### Cell density map, run 1

Bar = 50 µm. 13 x 10 tiles, from dark blue (low) to red (high), 0 to 100% covered.
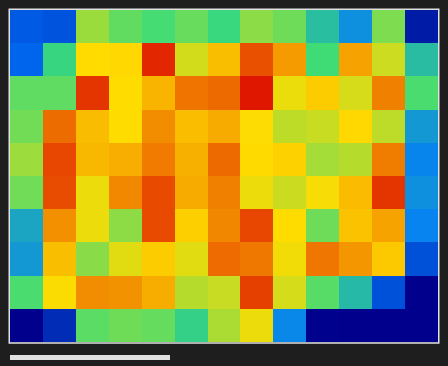
### Cells colored by class, run 1

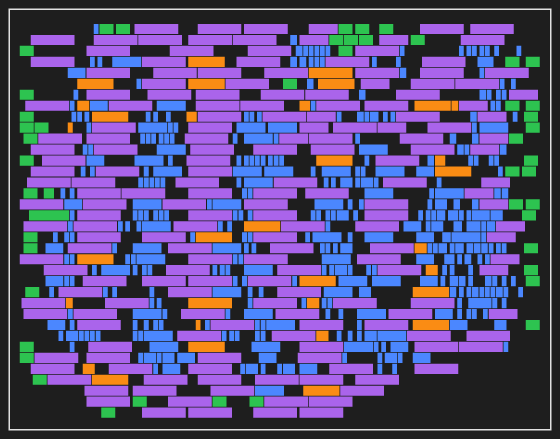
### Routing congestion map, run 1

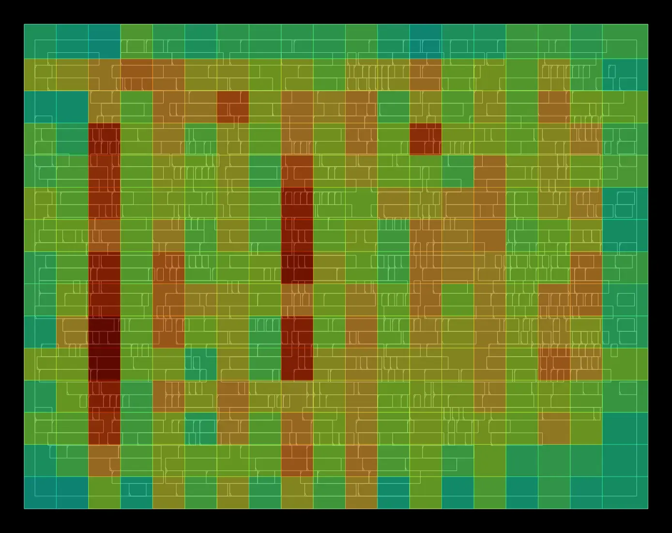
--- src/rtl/braun_pkg.sv ---
// Shared helpers for the pipelined Braun multiplier: pipeline geometry and
// configuration sanity functions.
package braun_pkg;

  // Number of carry-save pipeline stages (each one evaluates rps adder rows).
  function automatic int braun_stages(input int w, input int rps);
    return w / rps;
  endfunction

  // Cycles from input accept to out_valid: input stage + row stages;
  // the output register holds the final ripple adder.
  function automatic int braun_lat(input int w, input int rps);
    return w / rps + 1;
  endfunction

  // Legal configurations: operands of at least 4 bits, rows split evenly.
  function automatic bit braun_cfg_ok(input int w, input int rps);
    return (w >= 4) && (rps > 0) && ((w % rps) == 0);
  endfunction

  // Width of one stage's {sum, carry, a, b, signed, tag} bundle.
  function automatic int braun_bundle_w(input int w, input int tag_w);
    return 4 * w + 1 + tag_w;
  endfunction

endpackage

--- src/rtl/braun_mult_pipe_row.sv ---
// One W-bit carry-save row of a Braun array. Adds a partial-product row to
// the incoming sum/carry vectors, retires the LSB and realigns the rest for
// the next row. In signed mode it applies the Baugh-Wooley bit inversions and
// injects the two correction constants through the free top sum bit.
module braun_row
  import braun_pkg::*;
#(
  parameter int W   = 8,
  parameter int ROW = 0
) (
  input  logic [W-1:0] pp_i,
  input  logic         sgn_i,
  input  logic [W-1:0] sum_i,
  input  logic [W-1:0] cry_i,
  output logic [W-1:0] sum_o,
  output logic [W-1:0] cry_o,
  output logic         lsb_o
);

  logic [W-1:0] pp;
  logic [W-1:0] fa_s;

  // Full-adder row; sum shifts down one place, carries keep their index.
  always_comb begin
    // NOTE: every always_comb output is assigned on every path, so no latch is inferred.
    pp = '0;
    for (int i = 0; i < W; i++) begin
      // Invert terms where exactly one operand bit is a sign bit.
      pp[i] = pp_i[i] ^ (sgn_i & ((i == W - 1) != (ROW == W - 1)));
    end
    fa_s  = pp ^ sum_i ^ cry_i;
    cry_o = (pp & sum_i) | (pp & cry_i) | (sum_i & cry_i);
    lsb_o = fa_s[0];
    // Row 0 feeds weight 2^W, the last row feeds weight 2^(2W-1).
    sum_o = {sgn_i & ((ROW == 0) || (ROW == W - 1)), fa_s[W-1:1]};
  end

endmodule

--- src/rtl/braun_mult_pipe.sv ---
// Pipelined signed/unsigned Braun array multiplier with valid/ready on both
// sides and a tag carried alongside each operation. The whole pipe freezes
// while the output is stalled; bubbles are not collapsed.
module braun_mult_pipe
  import braun_pkg::*;
#(
  parameter int W              = 8,
  parameter int ROWS_PER_STAGE = 2,
  parameter int TAG_W          = 4
) (
  input  logic             clk,
  input  logic             rst,
  input  logic             in_valid,
  output logic             in_ready,
  input  logic [W-1:0]     in_a,
  input  logic [W-1:0]     in_b,
  input  logic             in_signed,
  input  logic [TAG_W-1:0] in_tag,
  output logic             out_valid,
  input  logic             out_ready,
  output logic [2*W-1:0]   out_p,
  output logic [TAG_W-1:0] out_tag
);

  localparam int RPS = ROWS_PER_STAGE;
  localparam int S   = braun_stages(W, RPS);

  // Stage 0 holds the raw operands; stage k (1..S) holds the op after k*RPS rows.
  logic             vld_q [0:S];
  logic             vld_d [0:S];
  logic [W-1:0]     a_q   [0:S-1];
  logic [W-1:0]     a_d   [0:S-1];
  logic [W-1:0]     b_q   [0:S-1];
  logic [W-1:0]     b_d   [0:S-1];
  logic             sgn_q [0:S-1];
  logic             sgn_d [0:S-1];
  logic [TAG_W-1:0] tag_q [0:S];
  logic [TAG_W-1:0] tag_d [0:S];
  logic [W-1:0]     sum_q [1:S];
  logic [W-1:0]     sum_d [1:S];
  logic [W-1:0]     cry_q [1:S];
  logic [W-1:0]     cry_d [1:S];
  logic [W-1:0]     lo_q  [1:S];   // product bits already retired by the rows
  logic [W-1:0]     lo_d  [1:S];

  logic             out_valid_q, out_valid_d;
  logic [2*W-1:0]   out_p_q, out_p_d;
  logic [TAG_W-1:0] out_tag_q, out_tag_d;

  logic             stall;
  logic             advance;
  logic [W-1:0]     hi_sum;
  logic [W-1:0]     row_lsb;
  logic [W-1:0]     stg_sum [1:S];
  logic [W-1:0]     stg_cry [1:S];

  // Adder array: rows chain inside a stage and restart from registers at each stage boundary.
  for (genvar j = 0; j < W; j++) begin : g_row
    localparam int K = j / RPS;
    logic [W-1:0] s_in, c_in, s_out, c_out;
    logic         lsb;

    if (j == 0) begin : g_first
      assign s_in = '0;
      assign c_in = '0;
    end else if ((j % RPS) == 0) begin : g_stage_in
      assign s_in = sum_q[K];
      assign c_in = cry_q[K];
    end else begin : g_chain
      assign s_in = g_row[j-1].s_out;
      assign c_in = g_row[j-1].c_out;
    end

    braun_row #(.W(W), .ROW(j)) u_row (
      .pp_i  (a_q[K] & {W{b_q[K][j]}}),
      .sgn_i (sgn_q[K]),
      .sum_i (s_in),
      .cry_i (c_in),
      .sum_o (s_out),
      .cry_o (c_out),
      .lsb_o (lsb)
    );

    assign row_lsb[j] = lsb;

    if ((j % RPS) == RPS - 1) begin : g_stage_out
      assign stg_sum[K+1] = s_out;
      assign stg_cry[K+1] = c_out;
    end
  end

  // Next-state for every stage, stall detection and the final ripple adder.
  always_comb begin
    stall   = out_valid_q && !out_ready;
    advance = !stall;

    vld_d[0] = in_valid;
    a_d[0]   = in_a;
    b_d[0]   = in_b;
    sgn_d[0] = in_signed;
    tag_d[0] = in_tag;
    for (int k = 1; k < S; k++) begin
      a_d[k]   = a_q[k-1];
      b_d[k]   = b_q[k-1];
      sgn_d[k] = sgn_q[k-1];
    end
    for (int k = 1; k <= S; k++) begin
      vld_d[k] = vld_q[k-1];
      tag_d[k] = tag_q[k-1];
      sum_d[k] = stg_sum[k];
      cry_d[k] = stg_cry[k];
    end

    lo_d[1] = '0;
    for (int k = 2; k <= S; k++) begin
      lo_d[k] = lo_q[k-1];
    end
    for (int k = 1; k <= S; k++) begin
      for (int r = 0; r < RPS; r++) begin
        lo_d[k][(k-1)*RPS + r] = row_lsb[(k-1)*RPS + r];
      end
    end

    hi_sum      = sum_q[S] + cry_q[S];
    out_valid_d = vld_q[S];
    out_p_d     = out_p_q;
    out_tag_d   = out_tag_q;
    if (vld_q[S]) begin
      out_p_d   = {hi_sum, lo_q[S]};
      out_tag_d = tag_q[S];
    end
  end

  // Valid bits and output register: cleared by reset, frozen while stalled.
  always_ff @(posedge clk) begin
    // NOTE: sequential state uses non-blocking assignments so every flop samples pre-edge values.
    if (rst) begin
      for (int k = 0; k <= S; k++) vld_q[k] <= 1'b0;
      out_valid_q <= 1'b0;
      out_p_q     <= '0;
      out_tag_q   <= '0;
    end else if (advance) begin
      for (int k = 0; k <= S; k++) vld_q[k] <= vld_d[k];
      out_valid_q <= out_valid_d;
      out_p_q     <= out_p_d;
      out_tag_q   <= out_tag_d;
    end
  end

  // Datapath registers advance with the pipe.
  always_ff @(posedge clk) begin
    // NOTE: data registers have no reset; the valid bits alone say whether their contents matter.
    if (advance) begin
      for (int k = 0; k < S; k++) begin
        a_q[k]   <= a_d[k];
        b_q[k]   <= b_d[k];
        sgn_q[k] <= sgn_d[k];
      end
      for (int k = 0; k <= S; k++) tag_q[k] <= tag_d[k];
      for (int k = 1; k <= S; k++) begin
        sum_q[k] <= sum_d[k];
        cry_q[k] <= cry_d[k];
        lo_q[k]  <= lo_d[k];
      end
    end
  end

  assign in_ready  = advance;
  assign out_valid = out_valid_q;
  assign out_p     = out_p_q;
  assign out_tag   = out_tag_q;

endmodule

--- config.mk ---
export PLATFORM = sky130hd
export DESIGN_NAME = braun_mult_pipe
export DESIGN_NICKNAME = d
export VERILOG_FILES = /design/src/rtl/braun_pkg.sv /design/src/rtl/braun_mult_pipe_row.sv /design/src/rtl/braun_mult_pipe.sv
export SDC_FILE = /design/constraint.sdc
export NUM_CORES = 1
export LEC_CHECK = 0
export ABC_AREA = 1
export CAP_MARGIN = 40
export CORE_AREA = 2 2 132 102
export CTS_CLUSTER_DIAMETER = 200
export DETAILED_ROUTE_END_ITERATION = 10
export DIE_AREA = 0 0 134 104
export GPL_ROUTABILITY_DRIVEN = 1
export PLACE_DENSITY_LB_ADDON = 0.15
export RECOVER_POWER = 50
export SLEW_MARGIN = 20
export SYNTH_ARGS = -nofsm -noshare
export SYNTH_HDL_FRONTEND = slang
export SYNTH_SLANG_ARGS = --single-unit
--- constraint.sdc ---
create_clock -name clk -period 6.75 [get_ports clk]
set_clock_uncertainty 0.05 [all_clocks]
set_input_delay 1.35 -clock clk [delete_from_list [all_inputs] [get_ports clk]]
set_output_delay 1.35 -clock clk [all_outputs]
set_load 0.005 [all_outputs]
==> Changelog: implementation, run 1 <==
### Physical design

- Critical Path Sink: in_ready
- Status: completed
- R2R Path Start: out_valid
- Worst reg2reg path endpoint: b_q[1][7]
- Post-synth ARST share: 0%
- Die Width: 134 µm
- Mean Syn Cell Area: 13.64 µm²
- CTS Buf Count: 17
- Startpoint types: primary input
- Top cells, area: edfxtp_1, fa_1, inv_1, dfxtp_1, nand2_1
- Routed len/inst: 12.54 µm
- Area leader share: 61.82%
- Logic pwr share: 18.4%
- Mux area share: 0%
- IO Port Bufs: 46
- Slew Limit Fails: 0
- Syn Inst Count: 577
- Worst hold path class: register to register
- Layout area overhead: 15.60%
- Sw Pwr: 0.0008047 W
- Netlist cell types: 31
- PwrDens: 335.0 nW/µm²
- First DRT Iteration DRCs: 218
- Reg clk slew, reported paths: 0.06 ns
- Final tally of hold violations: 0
- Crit path max fanout: 73
- H-tree Lvls: 4
- Number of synthesized flops with an enable pin: 162
- Total clock sinks: 183
- Post-Route WL: 10230 µm
- GP Congestion: 0.7654
- Setup_tns: 0 ns
- Area post-placement: 8518 µm²
- Slew HR: 64.22%
- Simple-gate share of the synthesized area: 8.046%
- Worst reg2reg setup slack: 4.70 ns
- Syn_nets: 665
- Post-synth top cells: edfxtp_1, inv_1, nand2_1, fa_1, nor2_1
- Grt ovf: 0
- Initial antenna violation count: 0
- RSZ-0062 raised after global routing: false
- Die area: 13940 µm²
- Cycle use final: 65.42%
- CTS root buf: clkbuf_16
- Power Internal: 0.002243 W
- Crit. End Element: output port
- Crit path arrival time: 3.02 ns
- Period minus WS final: 4.416 ns
- Final setup viols: 0
- Share of cells above drive strength 1: 7.442%
- Residual DRC: 0
- Min-Delay Path Depth: 0
- Layout Nets: 720
- Rows: 36
- Synthesized area: 7869 µm²
- Sw frac: 26.41%
- Post-cts sizing count: 0
- Inserted Diodes: 0
- Die Ht: 104 µm
- Critical Path Start: out_ready
- Vias in the first global route: 3954
- Largest net degree at the start of global routing: 74
- First-pass GRT wire length: 17840 µm
- #FFs+latches synth: 183
- Worst-margin pin slew: 0.5367 ns
- Synthesis area per yosys: 7869 µm²
- Pre-Place Util: 62.17%
- Yosys xor share: 1.670%
- Reg2reg path depth: 3
- Yosys warns: 0
- Met2 usage: 27.25%
- Worst EP required: 5.35 ns
- Cts hold-fix bufs: 0
Back to the opening pictures, 'Cell density map':
tiles over 75% full = 42%
emptiest ninth of the die = bottom right
nearly empty tiles = 4.6%
mean over tiles = 64%
fullest tile = 97%

Back to the opening pictures, 'Cells colored by class':
other buffers and delay cells -> green  # cells 48
clock drivers and dummy loads -> orange  # cells 32
flops -> purple  # cells 183
all other logic -> blue  # cells 382

Back to the opening pictures, 'Routing congestion map':
met1 Use GR: 20.49%
Core Util, Final: 71.87%
met3 Use GR: 5.653%
GR Util All Layers: 16.75%

run 1: state kept, by name (all words and copies together), names as in the netlist:
| signal | count |
|---|---|
| a_q | 32 |
| b_q | 20 |
| cry_q | 32 |
| lo_q | 20 |
| out_p | 16 |
| out_tag | 4 |
| out_valid | 1 |
| sgn_q | 4 |
| sum_q | 29 |
| tag_q | 20 |
| vld_q | 5 |
run 1: power by group through the flow:
| stage | clock network [W] | registers [W] | logic (W) |
|---|---|---|---|
| global route | 0.00103 | 0.00155 | 0.000665 |
| detailed placement | 0 | 0.00155 | 0.000574 |
| CTS | 0.000981 | 0.00153 | 0.000579 |
| finish | 0.000964 | 0.00152 | 0.000561 |
| floorplan | 0 | 0.00152 | 0.000435 |
| global placement | 0 | 0.00154 | 0.000533 |
run 1: through the flow:
stage	instances	setup slack (ns)	total power, W	utilization, %	hold slack [ns]
final	816	2.334	0.003048	71.87	0.3650
after global routing	816	2.255	0.003238	71.87	0.3765
after CTS	816	2.430	0.003085	71.87	0.3634
after detailed placement	784	2.435	0.002122	67.30	0.3545
after global placement	783	2.442	0.002075	67.08	0.3501
after floorplan	577	2.864	0.001959	-	0.3503
run 1: area by class of cell:
cell class              count  area [µm²]
clock buffers              18       429.2
inverters                 133       501.7
flip-flops and latches    183        5285
well taps                 171       214.0
repair buffers             48       495.5
multi-input cells         249        2022
clock inverters            14       148.9
fillers                   829        3561
run 1: layer usage:
layer | vias to the layer above | wire, µm
met3 | 15 | 427
met5 | - | 0
li1 | 1938 | -
met2 | 72 | 5035
met4 | 0 | 218
met1 | 1840 | 4550
run 1: placed cells by master (no fill, tap or decap), drive strengths merged, types with 18 or more instances in the layout:
cell	synthesis	final
fa	43	43
nand2	90	90
clkbuf	8	18
clkdlybuf4s50	0	24
dlygate4sd3	0	22
ha	20	20
inv	133	138
edfxtp	162	162
nor2	43	43
dfxtp	21	21
run 1: how the worst min path moves through the flow:
stage                  end   startpoint  slack, ns
2_1_floorplan    b_q[1][2]    b_q[0][2]       0.35
3_3_place_gp   tag_q[2][0]  tag_q[1][0]       0.35
3_5_place_dp     b_q[1][2]    b_q[0][2]       0.35
4_1_cts          b_q[1][5]    b_q[0][5]       0.36
5_1_grt        tag_q[1][0]  tag_q[0][0]       0.38
6_report         b_q[1][5]    b_q[0][5]       0.36
run 1: critical path: stages:
cell	delay, ns
dlygate4sd3_1	0.52
inv_1	0.10
nand2_8	0.39
clkdlybuf4s50_1	0.60
run 1: logic make-up after synthesis:
| logic type | after synthesis |
|---|---|
| adder cells (fa/ha/maj) | 63 |
| buffers and inverters | 145 |
| AND-OR/OR-AND | 23 |
| XOR/XNOR | 15 |
| AND/OR/NAND/NOR | 148 |
| flip-flops | 183 |
### Signal metal coverage by tile, run 1

Bar = 50 µm. 27 x 21 tiles, from dark blue (low) to red (high), scaled to the fullest tile. Values are wire area over tile area, all layers added.
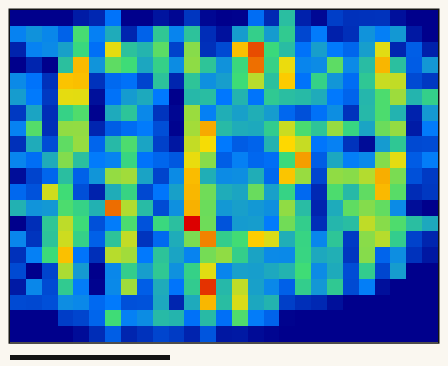

==> run 2, diff against run 1 <==
--- a/config.mk
+++ b/config.mk
@@ -7,10 +7,10 @@
 export LEC_CHECK = 0
 export ABC_AREA = 1
 export CAP_MARGIN = 40
-export CORE_AREA = 2 2 132 102
+export CORE_AREA = 2 2 144 111
 export CTS_CLUSTER_DIAMETER = 200
 export DETAILED_ROUTE_END_ITERATION = 10
-export DIE_AREA = 0 0 134 104
+export DIE_AREA = 0 0 146 113
 export GPL_ROUTABILITY_DRIVEN = 1
 export PLACE_DENSITY_LB_ADDON = 0.15
 export RECOVER_POWER = 50
==> constraint.sdc (replaced) <==
create_clock -name clk -period 3.6 [get_ports clk]
set_clock_uncertainty 0.05 [all_clocks]
set_input_delay 0.72 -clock clk [delete_from_list [all_inputs] [get_ports clk]]
set_output_delay 0.72 -clock clk [all_outputs]
set_load 0.005 [all_outputs]
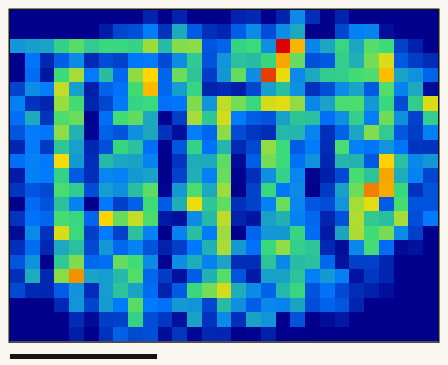
*Signal metal coverage by tile, run 2*
Bar = 50 µm. 29 x 23 tiles, from dark blue (low) to red (high), scaled to the fullest tile. Values are wire area over tile area, all layers added.
nearly empty tiles = 15%
mean over tiles = 0.093
emptiest ninth of the die = bottom right
tiles over half the peak = 14%
fullest tile = 0.35

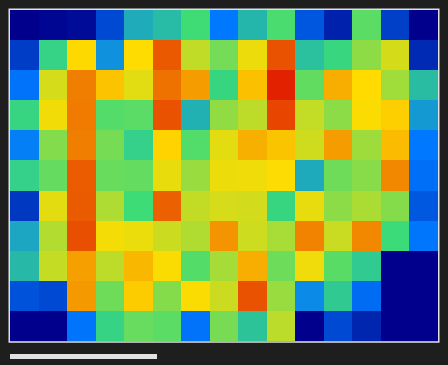
*Cell density map, run 2*
Bar = 50 µm. 15 x 11 tiles, from dark blue (low) to red (high), 0 to 100% covered.
mean over tiles = 54%
emptiest ninth of the die = bottom right
tiles over 75% full = 21%
nearly empty tiles = 7.3%
fullest tile = 96%

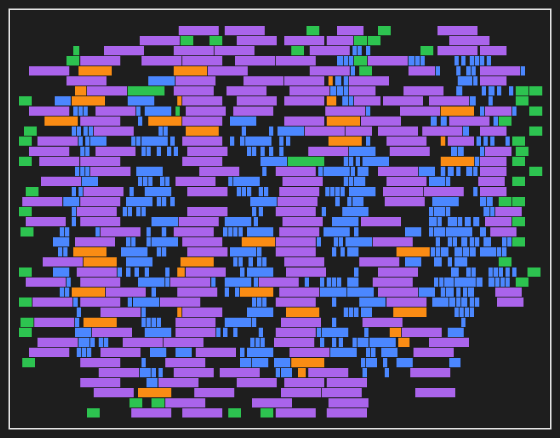
*Cells colored by class, run 2*
flops -> purple  # cells 183
other buffers and delay cells -> green  # cells 50
all other logic -> blue  # cells 382
clock drivers and dummy loads -> orange  # cells 32

==> Changelog: implementation, run 2 <==
### Physical design

- Status: completed (unchanged)
- H-tree Lvls: 4 (unchanged)
- Reg clk slew, reported paths: 0.06 ns (about the same)
- Inserted Diodes: 0 (unchanged)
- Final tally of hold violations: 0 (unchanged)
- Setup_tns: 0 ns (unchanged)
- Most numerous logic cell after layout: edfxtp_1 (unchanged)
- Number of synthesized flops with an enable pin: 162 (unchanged)
- Routed len/inst: 11.43 µm (was 12.54 µm)
- Post-synth ARST share: 0% (unchanged)
- Crit path arrival time: 2.15 ns (was 3.02 ns)
- HPWL Detailed: 7205 µm (was 7101 µm)
- Largest net degree at the start of global routing: 62 (was 74)
- Synthesis area per yosys: 7869 µm² (unchanged)
- Crit path max fanout: 4 (was 73)
- First DRT Iteration DRCs: 219 (was 218)
- Post-synth top cells: edfxtp_1, inv_1, nand2_1, fa_1, nor2_1 (unchanged)
- IO Port Bufs: 46 (unchanged)
- Layout area overhead: 16.66% (was 15.60%)
- Total clock sinks: 183 (unchanged)
- Syn Inst Count: 577 (unchanged)
- Mean Syn Cell Area: 13.64 µm² (unchanged)
- #FFs+latches synth: 183 (unchanged)
- First-pass GRT wire length: 17240 µm (was 17840 µm)
- DP Cell Count: 820 (was 784)
- Die area: 16500 µm² (was 13940 µm²)
- Synthesized area: 7869 µm² (unchanged)
- Worst hold path class: register to register (unchanged)
- Share of cells above drive strength 1: 6.801% (was 7.442%)
- Area leader share: 61.82% (unchanged)
- Netlist cell types: 31 (unchanged)
- Residual DRC: 0 (unchanged)
- Slew HR: 41.02% (was 64.22%)
- GR Util All Layers: 13.39% (was 16.75%)
- Final Non-Filler Cells: 852 (was 816)
- Vias in the first global route: 3992 (was 3954)
- Grt ovf: 0 (unchanged)
- Biggest regs: a_q x32, cry_q x32, sum_q x29 (unchanged)
- Initial antenna violation count: 0 (unchanged)
- Yosys warns: 0 (unchanged)
- Cts hold-fix bufs: 0 (unchanged)
- Crit. End Element: output port (unchanged)
- Reg2reg path depth: 5 (was 3)
- RSZ-0062 raised after global routing: false (unchanged)
- PwrDens: 622.5 nW/µm² (was 335.0 nW/µm²)
- Syn_nets: 665 (unchanged)
- Post-Route WL: 9739 µm (was 10230 µm)
- First-pass DRT Iterations: 4 (was 5)
- Most frequent cells in the layout: edfxtp_1, inv_1, nand2_1 (unchanged)
- Rows: 39 (was 36)
- CTS Buf Count: 17 (unchanged)
- Layout Nets: 722 (was 720)
- Final setup viols: 0 (unchanged)
- Startpoint types: primary input (unchanged)
- CTS root buf: clkbuf_16 (unchanged)
- Top cells, area: edfxtp_1, fa_1, inv_1, dfxtp_1, nand2_1 (unchanged)
- Worst EP required: 2.83 ns (was 5.35 ns)
- Die Ht: 113 µm (was 104 µm)
- GP Congestion: 0.7363 (was 0.7654)
- Cycle use final: 81.15%
- Period minus WS final: 2.921 ns
- Slew Limit Fails: 0 (unchanged)
- Core Util, Final: 61.08% (was 71.87%)
-- run 2: cell counts after synthesis --
Identical to the previous run, type by type.
-- run 2: cells by family after synthesis --
kind of cell             count (synthesis)  synth area share, %
XOR/XNOR                                15                1.670
AND-OR/OR-AND                           23                1.749
AND/OR/NAND/NOR                        148                8.046
flip-flops                             183                67.16
adder cells (fa/ha/maj)                 63                14.12
buffers and inverters                  145                7.251
-- run 2: power breakdown --
| part | switching (W) | internal, W | total, W |
|---|---|---|---|
| Sequential | 0.000117 | 0.00274 | 0.00285 |
| Combinational | 0.000591 | 0.000435 | 0.00103 |
| Clock | 0.000738 | 0.00110 | 0.00183 |
-- run 2: layout make-up --
type	instances	area, µm²
Clock buffer	26	565.5
Fill cell	1198	5849
Inverter	133	500.5
Clock inverter	6	46.29
Multi-Input combinational cell	249	2002
Tap cell	205	256.5
Timing Repair Buffer	50	524.3
Sequential cell	183	5285
-- run 2: worst max-delay path: stages --
cell,delay (ns)
dlygate4sd3_1,0.52
inv_1,0.05
nand2_1,0.27
clkdlybuf4s50_1,0.59
-- run 2: routing by layer --
layer  wire [µm]  vias up  share of wire (%)  GRT usage, %
met5           0        -                  0             0
met2        4690       57                 48         22.80
met4         150        0                1.5         5.825
met1        4469     1843                 46         15.52
met3         428       10                4.4         4.798
li1            -     1940                  -             -
-- run 2: worst paths after layout --
check             startpoint    endpoint  slack, ns
setup / recovery   out_ready    in_ready       0.68
hold / removal    lo_q[2][1]  lo_q[3][1]       0.36
setup reg to reg   out_valid   out_p[13]       1.29
hold reg to reg   lo_q[2][1]  lo_q[3][1]       0.36
-- run 2: per-stage QoR --
step | setup slack [ns] | hold WS (ns) | area [µm²]
after detailed placement | 0.9678 | 0.3545 | 8596
after global routing | 0.5460 | 0.3686 | 9180
after floorplan | 0.9740 | 0.3503 | 7869
after global placement | 0.8463 | 0.3510 | 8541
final | 0.6786 | 0.3615 | 9180
after CTS | 0.9548 | 0.3641 | 9208
Power figures rest on the tool's default switching activity, not on a simulated workload.
